File: config.mk
export PLATFORM = sky130hd
export DESIGN_NAME = fetch_sequencer_flat
export DESIGN_NICKNAME = d
export VERILOG_FILES = /design/src/rtl/up_pkg.sv /design/src/rtl/fetch_sequencer_if.sv /design/src/rtl/pc_counter.sv /design/src/rtl/fetch_sequencer.sv /design/src/flat_wrapper.sv
export SDC_FILE = /design/constraint.sdc
export NUM_CORES = 1
export LEC_CHECK = 0
export CORE_ASPECT_RATIO = 1.1
export CORE_MARGIN = 3
export CORE_UTILIZATION = 43
export CTS_BUF_LIST = sky130_fd_sc_hd__clkbuf_8 sky130_fd_sc_hd__clkbuf_16
export DETAILED_ROUTE_END_ITERATION = 6
export GPL_ROUTABILITY_DRIVEN = 0
export PLACE_DENSITY = 0.76
export REMOVE_ABC_BUFFERS = 1
export SYNTH_ARGS = -nofsm -noshare
export SYNTH_HDL_FRONTEND = slang
export SYNTH_SLANG_ARGS = --single-unit
File: constraint.sdc
create_clock -name clk -period 3.9 [get_ports clk]
set_input_delay 0.585 -clock clk [delete_from_list [all_inputs] [get_ports clk]]
set_output_delay 0.585 -clock clk [all_outputs]
set_load 0.01 [all_outputs]
File: src/rtl/up_pkg.sv
// rtl/up_pkg.sv - shared widths, fetch-sequencer state type and instruction field slices
package up_pkg;

    localparam int ADDR_W_DEF = 5;
    localparam int INS_W_DEF  = 6;

    typedef enum logic [1:0] {
        IDLE  = 2'd0,
        FETCH = 2'd1,
        ISSUE = 2'd2,
        HALT  = 2'd3
    } fseq_state_t;

    // instruction word layout: {opcode[3:0], reg[1:0]}
    localparam int OPC_HI = 5;
    localparam int OPC_LO = 2;
    localparam int REG_HI = 1;
    localparam int REG_LO = 0;

endpackage

File: src/rtl/fetch_sequencer_if.sv
// rtl/fetch_sequencer_if.sv - program-memory fetch and instruction-issue bus
interface fetch_sequencer_if import up_pkg::*; #(
    parameter int ADDR_W = ADDR_W_DEF,
    parameter int INS_W  = INS_W_DEF
) ();

    logic [ADDR_W-1:0] pc_out;
    logic [INS_W-1:0]  ins_in;
    logic [INS_W-1:0]  ir_out;
    logic              ir_valid;
    logic              ex_ready;

    modport master (
        output pc_out, ir_out, ir_valid,
        input  ins_in, ex_ready
    );

    modport slave (
        input  pc_out, ir_out, ir_valid,
        output ins_in, ex_ready
    );

endinterface

File: src/rtl/pc_counter.sv
// rtl/pc_counter.sv - program counter with load, wrapping increment and async reset
module pc_counter import up_pkg::*; #(
    parameter int ADDR_W = ADDR_W_DEF
) (
    input  logic              clk,
    input  logic              rst,
    input  logic              load,
    input  logic [ADDR_W-1:0] load_val,
    input  logic              inc,
    output logic [ADDR_W-1:0] pc
);

    // increment wraps naturally at 2**ADDR_W
    always_ff @(posedge clk or posedge rst) begin
        if (rst) begin
            pc <= '0;
        end else if (load) begin
            pc <= load_val;
        end else if (inc) begin
            pc <= pc + 1'b1;
        end
    end

endmodule

File: src/rtl/fetch_sequencer.sv
// rtl/fetch_sequencer.sv - instruction fetch/issue sequencer; BREAKPOINT_EN adds a sticky hardware breakpoint
module fetch_sequencer import up_pkg::*; #(
    parameter int                ADDR_W   = ADDR_W_DEF,
    parameter int                INS_W    = INS_W_DEF,
    parameter logic [ADDR_W-1:0] PROG_END = 5'd16
) (
    input  logic              clk,
    input  logic              rst,
    input  logic              run,
    input  logic              step,
    input  logic              pc_load,
    input  logic [ADDR_W-1:0] pc_load_val,
    fetch_sequencer_if.master bus,
    output logic              halted,
    output logic [7:0]        ret_cnt
`ifdef BREAKPOINT_EN
    ,
    input  logic [ADDR_W-1:0] bp_addr,
    input  logic              bp_enable,
    output logic              bp_hit
`endif
);

    fseq_state_t       state, state_nx;
    logic              free_run, free_run_nx;
    logic              pc_ld, pc_inc, retire;
    logic              bp_set, bp_clr, bp_match, bp_hit_q;
    logic [ADDR_W-1:0] pc;
    logic [INS_W-1:0]  ir;

    pc_counter #(.ADDR_W(ADDR_W)) u_pc (
        .clk      (clk),
        .rst      (rst),
        .load     (pc_ld),
        .load_val (pc_load_val),
        .inc      (pc_inc),
        .pc       (pc)
    );

`ifdef BREAKPOINT_EN
    assign bp_match = bp_enable && (pc == bp_addr);
    assign bp_hit   = bp_hit_q;
`else
    assign bp_match = 1'b0;
`endif

    assign bus.pc_out   = pc;
    assign bus.ir_out   = ir;
    assign bus.ir_valid = (state == ISSUE);

    always_ff @(posedge clk or posedge rst) begin
        if (rst) begin
            state <= IDLE;
        end else begin
            state <= state_nx;
        end
    end

    always_comb begin
        state_nx    = state;
        free_run_nx = free_run;
        pc_ld       = 1'b0;
        pc_inc      = 1'b0;
        retire      = 1'b0;
        bp_set      = 1'b0;
        bp_clr      = 1'b0;
        case (state)
            IDLE: begin
                if (pc_load) begin
                    pc_ld  = 1'b1;
                    bp_clr = 1'b1;
                end else if (step) begin
                    state_nx    = FETCH;
                    free_run_nx = 1'b0;
                    bp_clr      = 1'b1;
                end else if (run && !bp_hit_q) begin
                    state_nx    = FETCH;
                    free_run_nx = 1'b1;
                end
            end
            FETCH: state_nx = ISSUE;
            ISSUE: begin
                if (bus.ex_ready) begin
                    retire = 1'b1;
                    // the last program word halts and never arms the breakpoint
                    if (pc == PROG_END) begin
                        state_nx = HALT;
                    end else begin
                        pc_inc = 1'b1;
                        if (bp_match) begin
                            bp_set   = 1'b1;
                            state_nx = IDLE;
                        end else if (free_run && run) begin
                            state_nx = FETCH;
                        end else begin
                            state_nx = IDLE;
                        end
                    end
                end
            end
            HALT: begin
                if (pc_load) begin
                    pc_ld    = 1'b1;
                    bp_clr   = 1'b1;
                    state_nx = IDLE;
                end
            end
            default: state_nx = IDLE;
        endcase
    end

    always_ff @(posedge clk or posedge rst) begin
        if (rst) begin
            free_run <= 1'b0;
            ir       <= '0;
            ret_cnt  <= '0;
            halted   <= 1'b0;
            bp_hit_q <= 1'b0;
        end else begin
            free_run <= free_run_nx;
            halted   <= (state_nx == HALT);
            if (state == FETCH) begin
                ir <= {bus.ins_in[OPC_HI:OPC_LO], bus.ins_in[REG_HI:REG_LO]};
            end
            if (retire) begin
                ret_cnt <= ret_cnt + 8'd1;
            end
            if (bp_set) begin
                bp_hit_q <= 1'b1;
            end else if (bp_clr) begin
                bp_hit_q <= 1'b0;
            end
        end
    end

endmodule

File: src/flat_wrapper.sv
// flat-port wrapper written by rule: the top's interface ports become plain ports
module fetch_sequencer_flat import up_pkg::*;
#(
    parameter int                ADDR_W   = ADDR_W_DEF,
    parameter int                INS_W    = INS_W_DEF,
    parameter logic [ADDR_W-1:0] PROG_END = 5'd16
)
  (clk, rst, run, step, pc_load, pc_load_val, halted, ret_cnt, bus_pc_out, bus_ir_out, bus_ir_valid, bus_ins_in, bus_ex_ready);
  fetch_sequencer_if #(.ADDR_W(ADDR_W), .INS_W(INS_W)) bus_i ();
  input  logic clk;
  input  logic rst;
  input  logic run;
  input  logic step;
  input  logic pc_load;
  input  logic [ADDR_W-1:0] pc_load_val;
  output logic halted;
  output logic [7:0] ret_cnt;
  output wire logic [$bits(bus_i.pc_out)-1:0] bus_pc_out;
  output wire logic [$bits(bus_i.ir_out)-1:0] bus_ir_out;
  output wire logic [$bits(bus_i.ir_valid)-1:0] bus_ir_valid;
  input wire logic [$bits(bus_i.ins_in)-1:0] bus_ins_in;
  input wire logic [$bits(bus_i.ex_ready)-1:0] bus_ex_ready;
  assign bus_pc_out = bus_i.pc_out;
  assign bus_ir_out = bus_i.ir_out;
  assign bus_ir_valid = bus_i.ir_valid;
  assign bus_i.ins_in = bus_ins_in;
  assign bus_i.ex_ready = bus_ex_ready;
  fetch_sequencer #(.ADDR_W(ADDR_W), .INS_W(INS_W), .PROG_END(PROG_END)) u_core (.clk(clk), .rst(rst), .run(run), .step(step), .pc_load(pc_load), .pc_load_val(pc_load_val), .bus(bus_i), .halted(halted), .ret_cnt(ret_cnt));
endmodule
==> impl_metrics.ini, run 1 <==
; yosys + openroad results
[outcome]
outcome = complete, no violations

[routing]
via_per_inst = 4.99
ant_nets = 0
highest_layer = met4
wl_met3_um = 103
wl_met1_um = 996
drt-initial-drc-count = 16
wl_um = 2230
wl_met2_um = 1080
vias = 859
dr.pass1.iters = 4
drc_errors = 0

[layout]
largest_register = u_core.ret_cnt
largest_reg_flops = 8
antenna_cells = 0
comb_area_um2 = 547
mostFrequentLayoutCell = clkdlybuf4s50_1
flops = 23
n_fill_cell = 212
inv_count = 7
seq_area_share_pct = 35.9
fin_util_pct = 63.1
design_area_um2 = 1600
mostFrequentLayoutCells = 37 x clkdlybuf4s50_1, 23 x dfrtp_1, 10 x o21ai_0, 8 x mux2_2, 8 x nand2_1
final-seq-area_um2 = 576
fin_nets = 166
n_all_buffers = 37
area_growth_pct = 38.6
comb_share_pct = 34.1
clk_share_pct = 2.89
drive_above_1_share_pct = 10.6
buffer_area_share_pct = 23.1
comb_cells = 70
fin_cells = 172
nClkBuffers = 3
largest_class = registers

[power_and_ir_drop]
seq_power_mw = 0.433
pwr_density_cell_nw_per_um2 = 687
swShare_pct = 34.6
p_comb_share_pct = 47.3
p_sw_mw = 0.381
power_mw = 1.10
peakVddDrop_mv = 0.457
power.leakage_nw = 0.700
power.group.top = combinational cells
clockNetworkPower_mw = 0.148
clkPwrFrac_pct = 13.4
powerComb_mw = 0.521
seq_power_share_pct = 39.3

[critical_path]
arrival_ns = 1.74
crit_slowest_cell = clkdlybuf4s50_1
slowest_delay_ns = 0.61
crit_buf_inv = 2
reg2reg_from = u_core.u_pc.pc[0]
reg2regPathDepth = 6
startpoint = u_core.state[0]
start_kind = flip-flop
end_kind = output pin
crit_chain = inv_1 > ha_1 > clkdlybuf4s50_1
critPathTopFamily = buffers and inverters
reg2reg_slack_ns = 2.00
required_ns = 3.31
critPathKind = flip-flop to output pin
critical_path_depth = 3
r2r_end = u_core.u_pc.pc[1]
cp_max_fo = 8
cp-endpoint = bus_ir_valid

[placed_design]
place_ws_ns = 1.75
placed_area_um2 = 1560
hpwl_um = 1760
dpl.cell_count = 168
port_buffers = 37

[synthesis]
syn_area_um2 = 1160
top_area_share_pct = 49.7
synthFlopType = dfrtp_1
topCellsByArea = dfrtp_1 50%, mux2_2 7.8%, ha_1 7.6%
ys_chip_area_um2 = 1160
edf_count = 0
synth_area_leader_cell = dfrtp_1
ys_sh_aoi_pct = 7.89
synth_adder_area_share_pct = 7.57
ys_seq_share_pct = 49.7
xor_share_pct = 8.32
ys_sh_mux_pct = 9.08
syn_avg_cell_area_um2 = 11.3
synth_flops = 23
yosysUniqueCellTypes = 24
synth-async-reset-ratio_pct = 100
yosysCellCount = 102
yosysWarningCount = 0
netlist_top_cells_count = 23 x dfrtp_1, 10 x o21ai_0, 8 x mux2_2, 8 x nand2_1
synthCells = 102
top_logic_kind = simple AND/OR/NAND/NOR gates
simple_gate_area_share_pct = 14.4
most_common_cell = dfrtp_1

[floorplanning]
taps = 31
ioPinCount = 38
fp.dieW_um = 55.5
die_y_um = 60.4
core.rowCount = 19
fp_util_pct = 45.5
core_um2 = 2540
chip_area_um2 = 3350

[global_route]
grt_pass1_wl_um = 3700
grt_max_degree = 24
antenna_found_initial = 0
grt_overflow = 0
grt_pass1_vias = 832
groute.layer.met2.usage_pct = 24.2

[clock_network]
clock_latency_ns = 0.26
cts_tree = yes
cts_buffer_depth = 2
htree_num_levels = 1
postCtsHoldBufs = 0
cts-resized-gates = 0
postCtsSetupBuffers = 0
numCtsBuffers = 3
clock_sinks = 23
clockRootBuffer = clkbuf_8
clk_pin_slew_ns = 0.08

[worst_hold_path]
min_from = u_core.ret_cnt[7]
hold_path_depth = 1
hp-class = flip-flop to flip-flop
worstHoldEndpoint = u_core.ret_cnt[7]

[timing]
finalSetupViolations = 0
min_period_ns = 2.32
worstMarginPinSlew_ns = 0.859
maxSlewHeadroom_pct = 42.7
hold_viol = 0
fmax_ghz = 0.431
holdWs_ns = 0.479
setup_ws_ns = 1.58
period_used_pct = 59.6
maxSlewViolCount = 0
fin_skew_ns = 0.000952
rsz0062_at_grt = false
fin_setup_tns_ns = 0

[flow_run]
maxCapViolations = 0
tool_warnings = 29
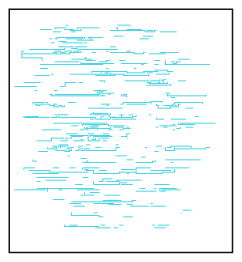
run_1/layer_met1.png
(4 px per um)
share of all routed wire	45%
nets with wire on the layer	141
wire length on this layer	997 um
main direction	horizontal
longest straight run	15.6 um

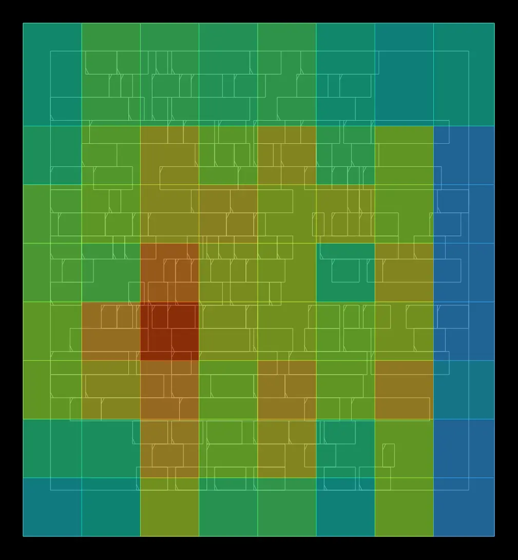
run_1/congestion.png
grt met1 use: 18.0%
M3 GR Usage: 2.34%
GRT busiest layer: met2
drt wl/cell: 13.0 um
All-Layer GR Usage: 14.4%

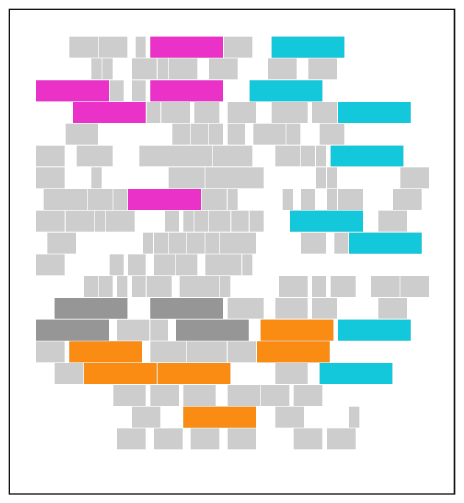
run_1/flops_by_reg.png
(8 px per um) Other sequential cells in the stronger grey, the rest of the logic in the fainter grey.
signal	colour	placed flops
u_core.bus.ir_out	orange	6
u_core.u_pc.pc	magenta	5
u_core.ret_cnt	cyan	8

==> run 2: changes to the inputs <==
Settings changed: CORE_UTILIZATION 43 to 40, PLACE_DENSITY 0.76 to 0.74.
Clock period 3.9 ns to 1.95 ns, I/O delays scaled along.
==> run 2 against run 1 <==
Compared with the run above: power rose by 100%; final cell count up 1.7%; hold slack got worse by 0.11 ns; combinational power increased by 110%; global-route usage up 0.40 points; synthesized cell count unchanged; synthesized area stayed put; sequential power increased by 100%; clock power is 97% higher; wire length rose by 9.5%; largest cell class unchanged; largest power group unchanged.
==> impl_metrics.ini, run 2 <==
; yosys + openroad results
[outcome]
outcome = complete, no violations

[synthesis]
ys_seq_share_pct = 49.7
most_common_cell = dfrtp_1
synth-async-reset-ratio_pct = 100
ys_sh_aoi_pct = 7.89
top_area_share_pct = 49.7
ys_chip_area_um2 = 1160
syn_avg_cell_area_um2 = 11.3
yosysWarningCount = 0
synthCells = 102
synth_adder_area_share_pct = 7.57
topCellsByArea = dfrtp_1 50%, mux2_2 7.8%, ha_1 7.6%
yosysCellCount = 102
simple_gate_area_share_pct = 14.4
synthFlopType = dfrtp_1
yosysUniqueCellTypes = 24
synth_area_leader_cell = dfrtp_1
netlist_top_cells_count = 23 x dfrtp_1, 10 x o21ai_0, 8 x mux2_2, 8 x nand2_1
xor_share_pct = 8.32
ys_sh_mux_pct = 9.08
synth_flops = 23

[routing]
highest_layer = met4
wl_um = 2440
via_per_inst = 5.04
dr.pass1.iters = 2
wl_met2_um = 1300
vias = 882
avgRoutedWirePerCell_um = 13.9
drt-initial-drc-count = 8
wl_met3_um = 118
drc_errors = 0

[layout]
n_fill_cell = 236
antenna_cells = 0
area_growth_pct = 41.5
inv_count = 7
mostFrequentLayoutCells = 37 x clkdlybuf4s50_1, 23 x dfrtp_1, 10 x o21ai_0, 8 x mux2_2, 8 x nand2_1
final-seq-area_um2 = 576
mostFrequentLayoutCell = clkdlybuf4s50_1
comb_cells = 70
nClkBuffers = 3
design_area_um2 = 1640
drive_above_1_share_pct = 13.2
fin_nets = 169
fin_util_pct = 62.1
largest_reg_flops = 8
largest_class = registers
fin_cells = 175
comb_share_pct = 34.1
comb_area_um2 = 559
clk_share_pct = 2.75
seq_area_share_pct = 35.1
largest_register = u_core.ret_cnt
n_all_buffers = 40

[critical_path]
arrival_ns = 1.57
reg2reg_slack_ns = 0.13
crit_slowest_cell = clkdlybuf4s50_1
crit_buf_inv = 2
reg2regPathDepth = 6
reg2reg_from = u_core.u_pc.pc[0]
cp-endpoint = bus_ir_valid
critPathTopFamily = buffers and inverters
critPathKind = flip-flop to output pin
startpoint = u_core.state[0]
critical_path_depth = 3
cp_max_fo = 8
end_kind = output pin
required_ns = 1.66
r2r_end = u_core.u_pc.pc[1]
start_kind = flip-flop

[timing]
hold_viol = 0
setup_ws_ns = 0.0888
holdWs_ns = 0.370
rsz0062_at_grt = false
period_used_pct = 95.4
fin_setup_tns_ns = 0
finalSetupViolations = 0
maxSlewHeadroom_pct = 79.0
worstMarginPinSlew_ns = 0.315
min_period_ns = 1.86
fin_skew_ns = 0.00209
maxSlewViolCount = 0

[power_and_ir_drop]
power.group.top = combinational cells
p_sw_mw = 0.783
seq_power_share_pct = 38.8
power_mw = 2.25
seq_power_mw = 0.875
powerComb_mw = 1.09
clkPwrFrac_pct = 12.9
power.leakage_nw = 0.716
clockNetworkPower_mw = 0.291
pwr_density_cell_nw_per_um2 = 1380
swShare_pct = 34.8
peakVddDrop_mv = 0.820
p_comb_share_pct = 48.3

[floorplanning]
fp_util_pct = 43.9
ioPinCount = 38
fp.dieW_um = 57.3
taps = 31
chip_area_um2 = 3580
core_um2 = 2640
core.rowCount = 19
die_y_um = 62.4

[global_route]
groute.layer.met2.usage_pct = 25.9
grt_max_degree = 24
grt_pass1_vias = 890
grtUsageMet3_pct = 2.69
use_met1_pct = 17.1
grt_pass1_wl_um = 4080
grt_overflow = 0
gr-max-usage-layer = met2
antenna_found_initial = 0

[clock_network]
htree_num_levels = 1
clockRootBuffer = clkbuf_8
clk_pin_slew_ns = 0.08
postCtsHoldBufs = 0
cts_buffer_depth = 2
clock_latency_ns = 0.26
clock_sinks = 23
cts-resized-gates = 2
numCtsBuffers = 3
cts_tree = yes

[worst_hold_path]
hp-class = primary input to asynchronous set/reset pin

[placed_design]
dpl.cell_count = 171
port_buffers = 37
placed_area_um2 = 1580
hpwl_um = 1920
place_ws_ns = 0.117

[flow_run]
tool_warnings = 29
maxCapViolations = 0
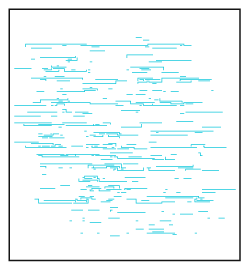
run_2/layer_met1.png
(4 px per um)
longest straight run	16.8 um
share of all routed wire	40%
wire length on this layer	977 um

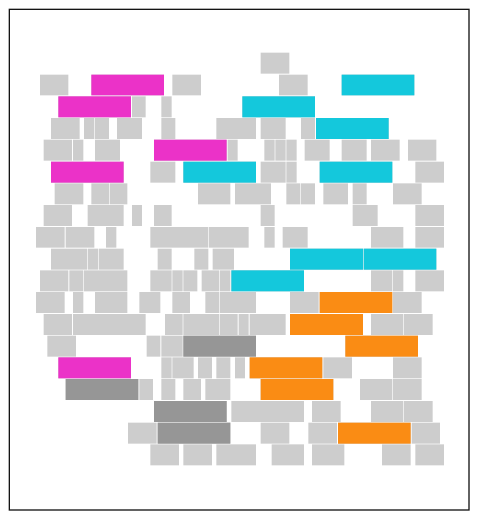
run_2/flops_by_reg.png
(8 px per um) Other sequential cells in the stronger grey, the rest of the logic in the fainter grey.
signal	colour	placed flops
u_core.ret_cnt	cyan	8
u_core.bus.ir_out	orange	6
u_core.u_pc.pc	magenta	5

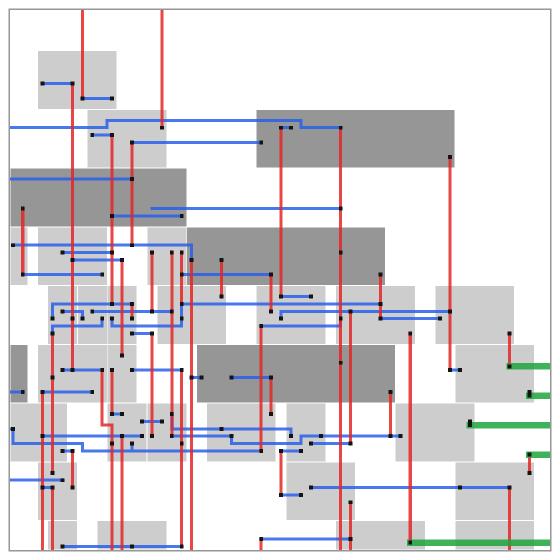
run_2/detail.png
Region (30, 34) to (55, 59) um. Cells in grey, sequential cells in the stronger grey; small squares are vias.
layer	colour
metal 1	blue
metal 3	green
metal 2	red
sequential cells in the window	4
most frequent	clkdlybuf4s50_1 (8)
cells with their middle in the window	31
netlist names of flops here include	u_core.ret_cnt (4)

==> run 3: changes to the inputs <==
Settings changed: CORE_MARGIN 3 to 2.
==> run 3 against run 2 <==
Compared with the run above: clock power down 7%; sequential share of layout area up 0.054 points; synthesized cell count unchanged; critical path type is now flip-flop to flip-flop; power down 1.6%; fmax up 1.2%; first-iteration DRC count up 13%; combinational power about the same; core utilization down 2.7 points; worst setup slack better by 0.022 ns; via count down 0.23%; sequential power down 1%; register-to-register slack worse by 0.02 ns.
==> impl_metrics.ini, run 3 <==
; yosys + openroad results
[floorplanning]
fp.dieW_um = 55.3
ioPinCount = 38
fp_util_pct = 42.0
chip_area_um2 = 3340
die_y_um = 60.4
taps = 33
core.rowCount = 20
core_um2 = 2750

[clock_network]
clockRootBuffer = clkbuf_8
cts-resized-gates = 0
htree_num_levels = 1
cts_tree = yes
postCtsHoldBufs = 0
numCtsBuffers = 3
clk_pin_slew_ns = 0.07

[routing]
vias = 880
wl_met2_um = 1040
via_per_inst = 4.94
highest_layer = met3
dr.pass1.iters = 4
wl_met3_um = 164
wl_um = 2190
drt-initial-drc-count = 9
drc_errors = 0

[critical_path]
crit_buf_inv = 1
r2r_end = u_core.u_pc.pc[1]
critPathKind = flip-flop to flip-flop
critPathTopFamily = multiplexers
start_kind = flip-flop
startpoint = u_core.u_pc.pc[0]
reg2reg_from = u_core.u_pc.pc[0]
required_ns = 2.09
arrival_ns = 1.98
crit_slowest_cell = dfrtp_1
cp-endpoint = u_core.u_pc.pc[1]
critical_path_depth = 6
reg2regPathDepth = 6
end_kind = flip-flop
reg2reg_slack_ns = 0.11

[power_and_ir_drop]
clockNetworkPower_mw = 0.272
swShare_pct = 33.8
pwr_density_cell_nw_per_um2 = 1360
power.leakage_nw = 0.722
p_sw_mw = 0.750
p_comb_share_pct = 48.7
seq_power_mw = 0.866
powerComb_mw = 1.08
power_mw = 2.22
power.group.top = combinational cells
seq_power_share_pct = 39.1
clkPwrFrac_pct = 12.3

[synthesis]
netlist_top_cells_count = 23 x dfrtp_1, 10 x o21ai_0, 8 x mux2_2, 8 x nand2_1
xor_share_pct = 8.32
most_common_cell = dfrtp_1
yosysUniqueCellTypes = 24
topCellsByArea = dfrtp_1 50%, mux2_2 7.8%, ha_1 7.6%
ys_sh_mux_pct = 9.08
yosysCellCount = 102
synthCells = 102
ys_chip_area_um2 = 1160
syn_avg_cell_area_um2 = 11.3
synthFlopType = dfrtp_1
synth_adder_area_share_pct = 7.57
synth_area_leader_cell = dfrtp_1
ys_seq_share_pct = 49.7
yosysWarningCount = 0
synth-async-reset-ratio_pct = 100
synth_flops = 23

[layout]
n_all_buffers = 41
largest_register = u_core.ret_cnt
fin_cells = 178
drive_above_1_share_pct = 12.4
seq_area_share_pct = 35.2
comb_share_pct = 33.4
design_area_um2 = 1640
antenna_cells = 0
nClkBuffers = 3
largest_reg_flops = 8
mostFrequentLayoutCells = 37 x clkdlybuf4s50_1, 23 x dfrtp_1, 10 x o21ai_0
comb_cells = 70
mostFrequentLayoutCell = clkdlybuf4s50_1
largest_class = registers
n_fill_cell = 245
inv_count = 7
clk_share_pct = 2.75
fin_util_pct = 59.4
area_growth_pct = 41.3
fin_nets = 170

[global_route]
groute.layer.met2.usage_pct = 24.8
antenna_found_initial = 0
grt_pass1_vias = 837
gr-max-usage-layer = met2
use_met1_pct = 17.8
grt_overflow = 0
grt_pass1_wl_um = 3770
grt_max_degree = 24

[placed_design]
place_ws_ns = 0.103
hpwl_um = 1740
placed_area_um2 = 1590
port_buffers = 37

[timing]
fin_setup_tns_ns = 0
holdWs_ns = 0.382
fin_skew_ns = 0.00167
rsz0062_at_grt = false
maxSlewViolCount = 0
period_used_pct = 94.3
finalSetupViolations = 0
worstMarginPinSlew_ns = 0.314
min_period_ns = 1.84
maxSlewHeadroom_pct = 79.1
hold_viol = 0

[flow_run]
tool_warnings = 29
maxCapViolations = 0

[outcome]
outcome = complete, no violations

[worst_hold_path]
hp-class = primary input to asynchronous set/reset pin
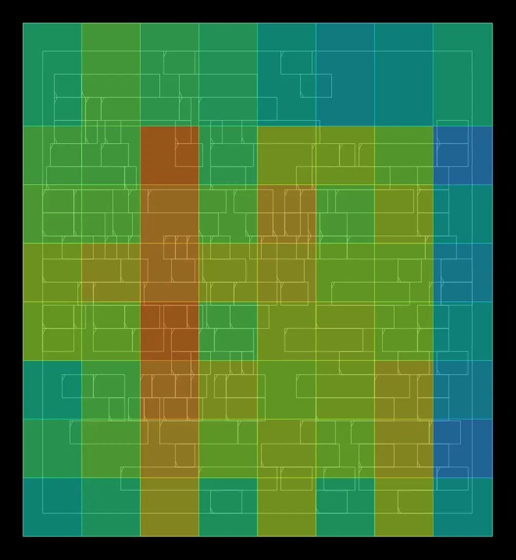
run_3/congestion.png
M3 GR Usage: 3.62%
drt wl/cell: 12.3 um

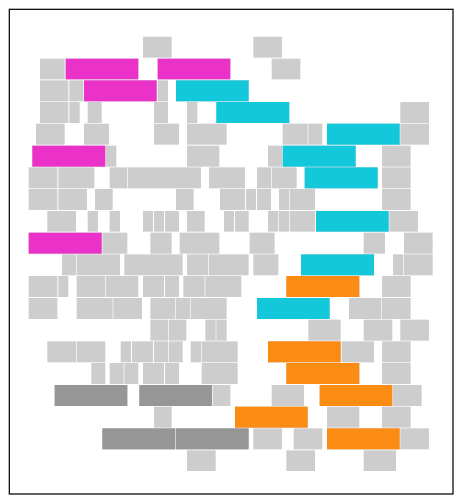
run_3/flops_by_reg.png
(8 px per um) Other sequential cells in the stronger grey, the rest of the logic in the fainter grey.
signal	colour	placed flops
u_core.bus.ir_out	orange	6
u_core.u_pc.pc	magenta	5
u_core.ret_cnt	cyan	8

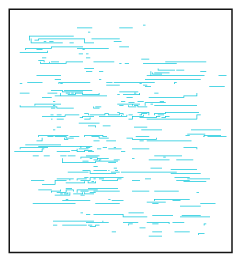
run_3/layer_met1.png
(4 px per um)
wire length on this layer	981 um
share of all routed wire	45%
main direction	horizontal
nets with wire on the layer	131


==> screenshots <==
Selected gate families.
(4 px per um)
shot_01.png
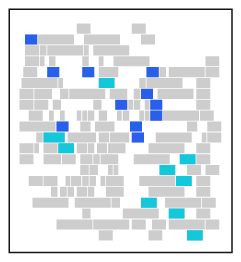
shot_02.png
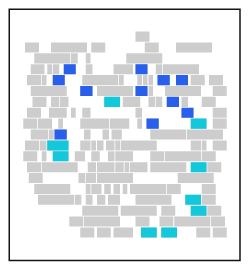
shot_03.png
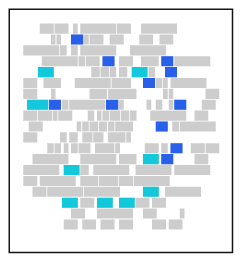
- run 2 = shot_02.png
- run 1 = shot_03.png
- run 3 = shot_01.png

Key to shot_03.png:
family	colour	cells
XOR/XNOR gates	blue	11
multiplexers	cyan	9

Power figures rest on the tool's default switching activity, not on a simulated workload.
